### config.mk
export PLATFORM = sky130hd
export DESIGN_NAME = key_conditioner_flat
export DESIGN_NICKNAME = d
export VERILOG_FILES = /design/src/rtl/key_conditioner_if.sv /design/src/rtl/key_conditioner.sv /design/src/flat_wrapper.sv
export SDC_FILE = /design/constraint.sdc
export NUM_CORES = 1
export LEC_CHECK = 0
export ABC_AREA = 1
export CORE_MARGIN = 1
export CORE_UTILIZATION = 55
export CTS_BUF_LIST = sky130_fd_sc_hd__clkbuf_4 sky130_fd_sc_hd__clkbuf_8
export DETAILED_ROUTE_END_ITERATION = 8
export GPL_ROUTABILITY_DRIVEN = 0
export GPL_TIMING_DRIVEN = 0
export HOLD_SLACK_MARGIN = 0.05
export PLACE_DENSITY = 0.73
export SETUP_SLACK_MARGIN = 0.5
export SKIP_CTS_REPAIR_TIMING = 1
export SLEW_MARGIN = 20
export SYNTH_ARGS = -nofsm -noshare
export SYNTH_HDL_FRONTEND = slang
export SYNTH_SLANG_ARGS = --single-unit
### constraint.sdc
create_clock -name CLOCK_50 -period 4.57 [get_ports CLOCK_50]
set_input_delay 0.914 -clock CLOCK_50 [delete_from_list [all_inputs] [get_ports CLOCK_50]]
set_output_delay 0.914 -clock CLOCK_50 [all_outputs]
set_load 0.005 [all_outputs]
### src/rtl/key_conditioner_if.sv
// key_conditioner_if: pushbutton/switch inputs and conditioned game-control outputs
//   KEY[3:0] raw active-low buttons, SWraw[9:0] raw switches (driven by master)
//   select1/select2/userquit/badSelect one-cycle pulses, inGameOn level,
//   SW debounced switches, swOneHot debounced SW has exactly one bit set (driven by slave)
interface key_conditioner_if;
  logic [3:0] KEY;
  logic [9:0] SWraw;
  logic       select1;
  logic       select2;
  logic       userquit;
  logic       inGameOn;
  logic [9:0] SW;
  logic       swOneHot;
  logic       badSelect;
  modport master(output KEY, SWraw, input select1, select2, userquit, inGameOn, SW, swOneHot, badSelect);
  modport slave(input KEY, SWraw, output select1, select2, userquit, inGameOn, SW, swOneHot, badSelect);
endinterface

### src/rtl/key_conditioner.sv
// key_conditioner: synchronizes and debounces KEY/SWraw and turns presses into game-control pulses
//   CLOCK_50 sole clock, reset synchronous active-high
//   bus.slave: KEY/SWraw in; select1, select2, userquit, badSelect, inGameOn, SW, swOneHot out
module key_conditioner #(
  parameter int DEBOUNCE_CYCLES = 1000000
) (
  input logic CLOCK_50,
  input logic reset,
  key_conditioner_if.slave bus
);
  localparam int CW = $clog2(DEBOUNCE_CYCLES);
  localparam logic [CW-1:0] LAST = CW'(DEBOUNCE_CYCLES - 1);
  logic [3:0] key_s1, key_s2, key_deb, key_dly, press;
  logic [CW-1:0] key_cnt [4];
  logic [9:0] sw_s1, sw_s2, sw_last, sw_deb;
  logic [CW-1:0] sw_cnt;
  logic in_game, one_hot, quit, ok;
  logic s1_q, s2_q, quit_q, bad_q;
  logic s1_n, s2_n, bad_n, game_n;
  // a press is the debounced level falling, seen one cycle after the update
  assign press = key_dly & ~key_deb;
  assign quit = press[2];
  assign one_hot = ($countones(sw_deb) == 1);
  assign ok = in_game & one_hot;
  assign s1_n = ~quit & press[0] & ok;
  assign s2_n = ~quit & press[1] & ~press[0] & ok;
  assign bad_n = ~quit & in_game & (press[0] | press[1]) & (~one_hot | (press[0] & press[1]));
  assign game_n = quit ? 1'b0 : (press[3] | in_game);
  always_ff @(posedge CLOCK_50) begin
    if (reset) begin
      key_s1 <= '1;
      key_s2 <= '1;
      key_deb <= '1;
      key_dly <= '1;
      for (int i = 0; i < 4; i++) key_cnt[i] <= '0;
      sw_s1 <= '0;
      sw_s2 <= '0;
      sw_last <= '0;
      sw_deb <= '0;
      sw_cnt <= '0;
      in_game <= 1'b0;
      s1_q <= 1'b0;
      s2_q <= 1'b0;
      quit_q <= 1'b0;
      bad_q <= 1'b0;
    end else begin
      key_s1 <= bus.KEY;
      key_s2 <= key_s1;
      key_dly <= key_deb;
      for (int i = 0; i < 4; i++) begin
        if (key_s2[i] == key_deb[i]) key_cnt[i] <= '0;
        else if (key_cnt[i] == LAST) begin
          key_deb[i] <= key_s2[i];
          key_cnt[i] <= '0;
        end else key_cnt[i] <= key_cnt[i] + 1'b1;
      end
      sw_s1 <= bus.SWraw;
      sw_s2 <= sw_s1;
      sw_last <= sw_s2;
      // any movement of the synchronized vector restarts the shared count
      if (sw_s2 != sw_last || sw_s2 == sw_deb) sw_cnt <= '0;
      else if (sw_cnt == LAST) begin
        sw_deb <= sw_s2;
        sw_cnt <= '0;
      end else sw_cnt <= sw_cnt + 1'b1;
      in_game <= game_n;
      s1_q <= s1_n;
      s2_q <= s2_n;
      quit_q <= quit;
      bad_q <= bad_n;
    end
  end
  assign bus.select1 = s1_q;
  assign bus.select2 = s2_q;
  assign bus.userquit = quit_q;
  assign bus.badSelect = bad_q;
  assign bus.inGameOn = in_game;
  assign bus.SW = sw_deb;
  assign bus.swOneHot = one_hot;
endmodule

### src/flat_wrapper.sv
// flat-port wrapper written by rule: the top's interface ports become plain ports
module key_conditioner_flat 
#(
  parameter int DEBOUNCE_CYCLES = 1000000
)
  (CLOCK_50, reset, bus_KEY, bus_SWraw, bus_select1, bus_select2, bus_userquit, bus_inGameOn, bus_SW, bus_swOneHot, bus_badSelect);
  key_conditioner_if bus_i ();
  input logic CLOCK_50;
  input logic reset;
  input wire logic [$bits(bus_i.KEY)-1:0] bus_KEY;
  input wire logic [$bits(bus_i.SWraw)-1:0] bus_SWraw;
  output wire logic [$bits(bus_i.select1)-1:0] bus_select1;
  output wire logic [$bits(bus_i.select2)-1:0] bus_select2;
  output wire logic [$bits(bus_i.userquit)-1:0] bus_userquit;
  output wire logic [$bits(bus_i.inGameOn)-1:0] bus_inGameOn;
  output wire logic [$bits(bus_i.SW)-1:0] bus_SW;
  output wire logic [$bits(bus_i.swOneHot)-1:0] bus_swOneHot;
  output wire logic [$bits(bus_i.badSelect)-1:0] bus_badSelect;
  assign bus_i.KEY = bus_KEY;
  assign bus_i.SWraw = bus_SWraw;
  assign bus_select1 = bus_i.select1;
  assign bus_select2 = bus_i.select2;
  assign bus_userquit = bus_i.userquit;
  assign bus_inGameOn = bus_i.inGameOn;
  assign bus_SW = bus_i.SW;
  assign bus_swOneHot = bus_i.swOneHot;
  assign bus_badSelect = bus_i.badSelect;
  key_conditioner #(.DEBOUNCE_CYCLES(DEBOUNCE_CYCLES)) u_core (.CLOCK_50(CLOCK_50), .reset(reset), .bus(bus_i));
endmodule
Run 1, track usage over the die:
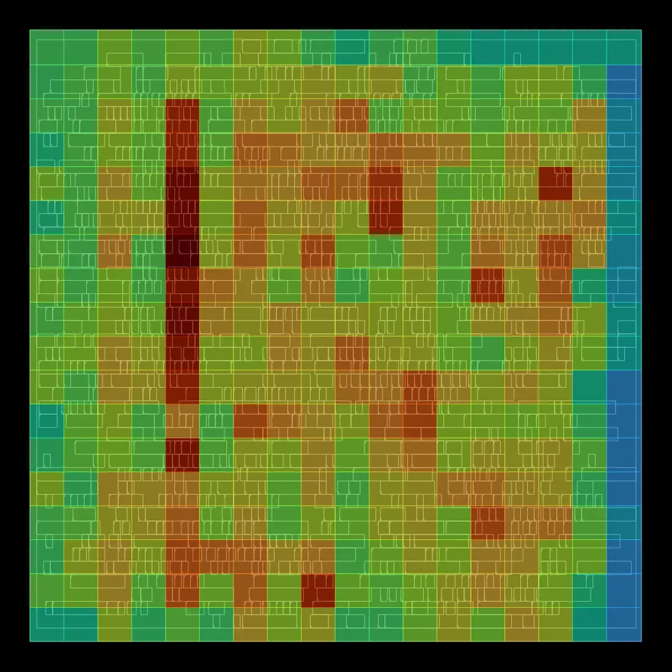
met1 track demand over resource: 0.265
post-DR wirelength/cell: 11.2 um
gr busiest metal: met2

Run 1, PDN straps and rails:
(3 px per um) Pins as bars on the die edge.
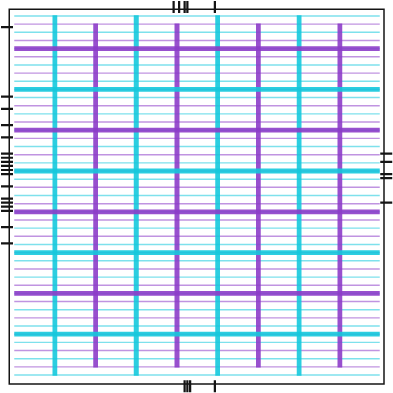
colour	net
purple	VDD
cyan	VSS
signal pins	32
met4 straps	8
met5 straps	8

==> impl_metrics.tcl, run 1 <==
# place-and-route summary
set metrics [dict create \
    status "completed" \
    power_w 0.00283 \
    ys_sh_aoi 0.0360 \
    portBuffers 30 \
    place_inst 1329 \
    ios 32 \
    ys_cells 1036 \
    most-common-layout-cells "nand2_1 (207), nor2_1 (170), inv_1 (160), edfxtp_1 (80), conb_1 (80)" \
    r2r_cells 11 \
    crit_type "reg2out" \
    worst_pin_slew_ns 0.671 \
    antenna_cells 0 \
    edf_count 80 \
    period_needed_ns 4.45 \
    crit_family "adder cells" \
    dieArea_um2 15500 \
    cap_violations 0 \
    worst_ep_required_time_ns 3.66 \
    gr-usage-met3 0.0421 \
    wirelength_um 15300 \
    fin_crit_sh 0.975 \
    layout.cells.most_common "nand2_1" \
    topCombFamilyByArea "simple AND/OR/NAND/NOR gates" \
    clkLatencyLatePin_ns 0.45 \
    largest-register "u_core.key_cnt" \
    worstPathArrival_ns 3.54 \
    final_nets 1201 \
    die_w_um 124 \
    hold_viol 0 \
    setup_tns_ns 0 \
    synth_cell_type_count 39 \
    synth_cells 1036 \
    yosysMostFrequentCell "nand2_1" \
    drt_iter0_drc 361 \
    min_path_cells 2 \
    grt_use_total 0.208 \
    cts-root-buf "clkbuf_8" \
    ys_ff 161 \
    grt_setup_unrepaired "true" \
    gr-usage-met2 0.349 \
    synth_adder_area_share 0.0328 \
    worstReg2RegEnd "u_core.bus.badSelect" \
    htreeDepth 4 \
    synth_top_area_share 0.292 \
    max_slew_margin 0.553 \
    crit_cells 10 \
    cp-startpoint "u_core.bus.SW[4]" \
    syn_area_um2 8240 \
    yosys.area_share.simple 0.309 \
    rrSetupSlack_ns 1.23 \
    setup_violations 0 \
    numClockSinks 161 \
    end_kind "output pin" \
    async_flop_share 0 \
    nFillCells 1292 \
    clockBufferDepth 2 \
    mux_area_frac 0 \
    cts_tree "built" \
    final_max_slew_viol_count 0 \
    ys.flop_type "dfxtp_1" \
    irDropWorstVdd_v 0.000171 \
    hp-class "reg2reg" \
    clk_pin_slew_worst_paths_ns 0.07 \
    hold_ws_ns 0.405 \
    cpPeakStageDelay_ns 0.55 \
]
Run 1, register map, names as in the netlist:
(4 px per um) Other sequential cells in the stronger grey, the rest of the logic in the fainter grey.
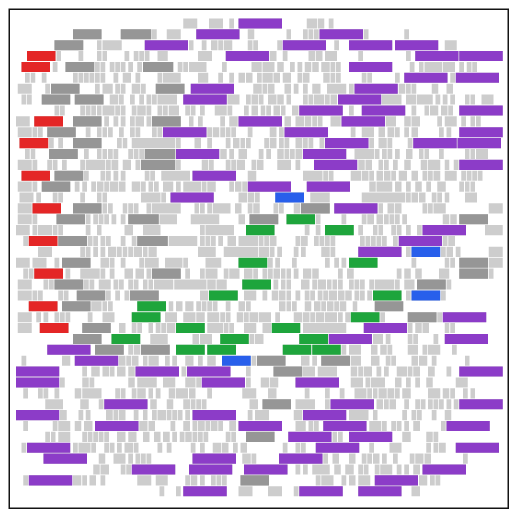
colour	signal	flops
green	u_core.sw_cnt	20
purple	u_core.key_cnt	80
red	u_core.sw_s1	10
blue	u_core.key_dly	4

Run 1, placement by cell class:
(4 px per um) Fill, decap, tap and diode cells in grey.
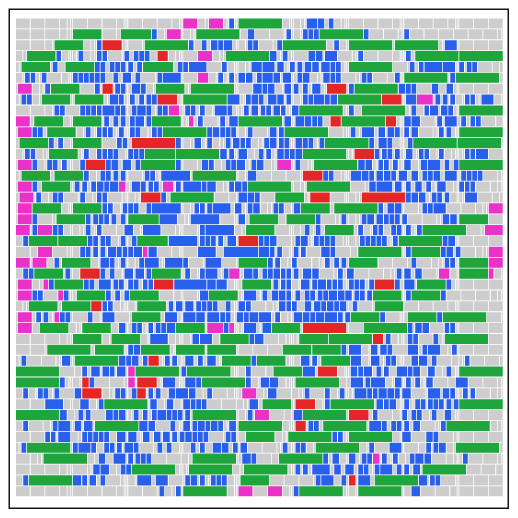
colour	class	cells	share of their area
magenta	remaining buffers and delay cells	48	4.4%
green	registers	161	43%
blue	remaining logic cells	939	48%
red	clock drivers and dummy loads	32	4.5%
cell area after layout: 9540 um^2
site row count: 44
final core occ: 0.654
flop share of the area: 0.423

-- run 1: layout make-up --
cell class                      count  area share
Tap cell                          184      0.0241
Clock buffer                       26      0.0323
Timing Repair Buffer               33      0.0341
Multi-Input combinational cell    769       0.400
Inverter                          170      0.0669
Buffer                             15     0.00879
Sequential cell                   161       0.423
Clock inverter                      6      0.0112
-- run 1: metal layers --
metal  wire [um]  part of all wire
met1        7290              0.48
met3         577             0.038
met4         248             0.016
met5           0                 0
met2        7220              0.47
-- run 1: power by group --
part / switching [W] / leakage (nW) / total, W / internal (W)
registers: 0.0000398 / 1.49 / 0.00160 / 0.00156
clock network: 0.000488 / 0.221 / 0.00109 / 0.000602
logic: 0.0000911 / 2.26 / 0.000144 / 0.0000533
Run 1, clock distribution:
(4 px per um)
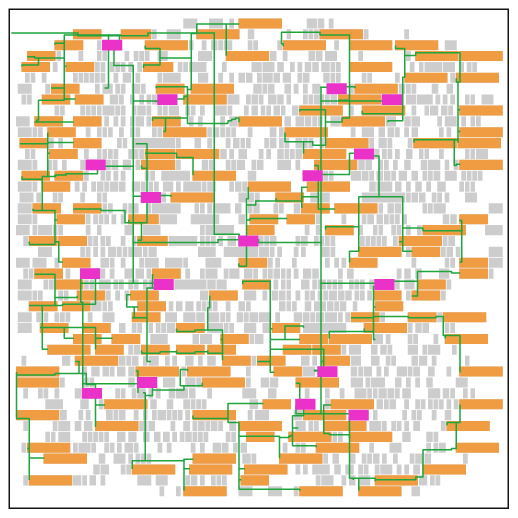

--- run 2 (diff from run 1) ---
Settings changed: GPL_TIMING_DRIVEN 0 to not set.
Run 2, clock distribution:
(4 px per um)
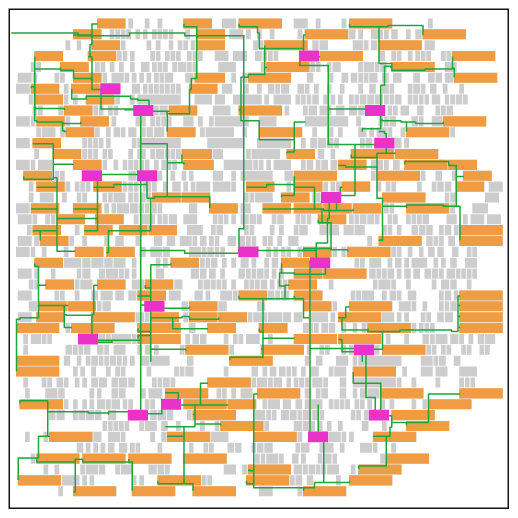
[green] clock wires | length: 1860 um
[magenta] clock-net drivers | count: 17
[orange] flip-flops | count: 161
flops lie	spread over the die
Clock power frac: 0.411
Skew-Pair Late Insertion Delay: 0.46 ns
Clock group: 0.00121 W
final setup skew: 0.0146 ns

Run 2, placement by cell class:
(4 px per um) Fill, decap, tap and diode cells in grey.
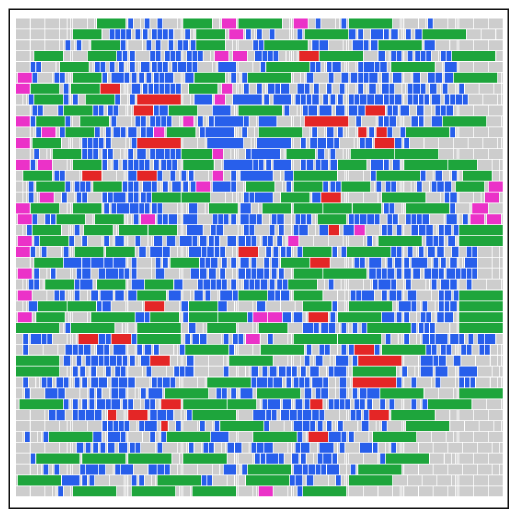
colour	class	cells	share of their area
magenta	remaining buffers and delay cells	39	4.0%
green	registers	161	43%
red	clock drivers and dummy loads	31	5.0%
blue	remaining logic cells	939	48%
final core occ: 0.655
core area: 14600 um^2
cell area after layout: 9560 um^2
flop share of the area: 0.421

Run 2, PDN straps and rails:
(3 px per um) Pins as bars on the die edge.
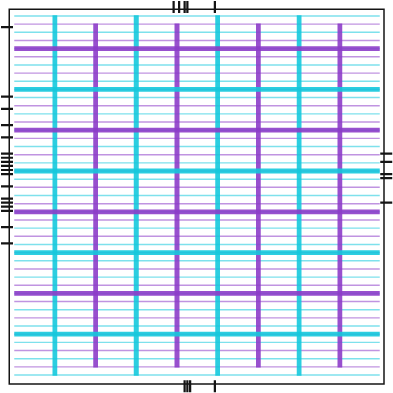
colour	net
purple	VDD
cyan	VSS
met4 straps	8
met1 rails	45
met5 straps	8
worst ir drop on vdd: 0.000213 V
die height: 124 um

==> run 2 against run 1 <==
Non-clock buffer count shrank 9; maximum frequency grew 2.6%; clock power grew about 10%; clock skew grew 0.0054 ns; critical endpoint unchanged; largest cell class unchanged; largest power group unchanged; highest routed layer unchanged.
==> impl_metrics.tcl, run 2 <==
# place-and-route summary
set metrics [dict create \
    wirelength_um 14600 \
    status "completed" \
    seqCellArea_um2 4030 \
    ff_count 161 \
    setup_violations 0 \
    setup_tns_ns 0 \
    grt_setup_unrepaired "true" \
    yosys.area_share.simple 0.309 \
    edf_count 80 \
    area_leaders "edfxtp_1 (29%), dfxtp_1 (20%), nand2_1 (9.5%)" \
    xor_share 0.0457 \
    synth_cell_type_count 39 \
    synth_adder_area_share 0.0328 \
    yosysMostFrequentCell "nand2_1" \
    area_growth_syn_to_layout_pct 16.1 \
    cts_tree "built" \
    nFillCells 1260 \
    grt_use_total 0.202 \
    mux_area_frac 0 \
    top_power_group "sequential cells" \
    final_max_slew_viol_count 0 \
    largest-register "u_core.key_cnt" \
    power_frac_seq 0.542 \
    internal_power_w 0.00231 \
    gr-usage-met2 0.319 \
    power_w 0.00295 \
    cap_violations 0 \
    met1_length_um 7210 \
    hold_viol 0 \
    worst_pin_slew_ns 0.649 \
    async_flop_share 0 \
    clk_pin_slew_worst_paths_ns 0.08 \
    largest_cell_class "sequential cells" \
    hold_ws_ns 0.404 \
    portBuffers 31 \
    period_needed_ns 4.34 \
    most-common-layout-cells "nand2_1 (207), nor2_1 (170), inv_1 (159), edfxtp_1 (80), conb_1 (80)" \
    die_w_um 124 \
    power.share.switching 0.215 \
    power.share.combinational 0.047 \
    comb_share 0.400 \
    seq-power_w 0.00160 \
    drc 0 \
    cts_made_buffers 17 \
    numClockSinks 161 \
    power.switching_w 0.000632 \
    ys.flop_type "dfxtp_1" \
    dieArea_um2 15500 \
    max_slew_margin 0.566 \
    nNonClkInverters 170 \
    num-clock-buffers 22 \
    topCombFamilyByArea "simple AND/OR/NAND/NOR gates" \
    layout.cells.most_common "nand2_1" \
    grt.busiest_layer "met2" \
    highest_layer "met4" \
    end_kind "output pin" \
    ys_cells 1036 \
    dp_hpwl_um 10800 \
    buf_share 0.0389 \
    ios 32 \
    std_cell_rows 44 \
    syn_area_um2 8240 \
    largest_reg_flops 80 \
    comb_cells 769 \
    clockBufferDepth 2 \
    drtAntennaViolNets 0 \
    met3_length_um 584 \
    worst_ep_required_time_ns 3.66 \
    nonClockBufferCount 39 \
    powerComb_w 0.000138 \
    drt_iter0_drc 390 \
    clock_cell_area_share 0.0488 \
    rrSetupSlack_ns 1.44 \
    cpPeakStageDelay_ns 0.55 \
    gr-usage-met3 0.0481 \
    crit_type "reg2out" \
    htreeDepth 4 \
    synth_cells 1036 \
    antenna_cells 0 \
    cts-root-buf "clkbuf_8" \
    crit_family "adder cells" \
    final_nets 1192 \
    worstPathArrival_ns 3.43 \
    synth_top_area_share 0.292 \
    ys_sh_aoi 0.0360 \
    ys_ff 161 \
    path_common_cell "fa_1" \
    wl_per_cell_um 10.7 \
    dr_wl_met2_um 6510 \
    taps 184 \
    gr-usage-met1 0.267 \
    hp-class "reg2reg" \
    fin_crit_sh 0.950 \
]
## run 2: cell counts after synthesis
Identical to the previous run, type by type.
## run 2: path summary, 6_finish.rpt
kind	start	end	depth (start not counted)
min	u_core.sw_s1[0]	u_core.sw_s2[0]	2
max reg2reg	u_core.bus.SW[4]	u_core.bus.select2	11
max	u_core.bus.SW[4]	bus_swOneHot	10
min reg2reg	u_core.sw_s1[0]	u_core.sw_s2[0]	2
## run 2: metrics by stage
| step | setup WS [ns] | cells |
|---|---|---|
| 6_report | 0.227 | 1354 |
| 5_1_grt | 0.0710 | 1354 |
| 4_1_cts | -0.450 | 1354 |
| 3_5_place_dp | 0.0503 | 1323 |
| 3_3_place_gp | 0.132 | 1323 |
| 2_1_floorplan | 0.728 | 1115 |
No activity file was given, so power comes from the tool's default toggle rates.
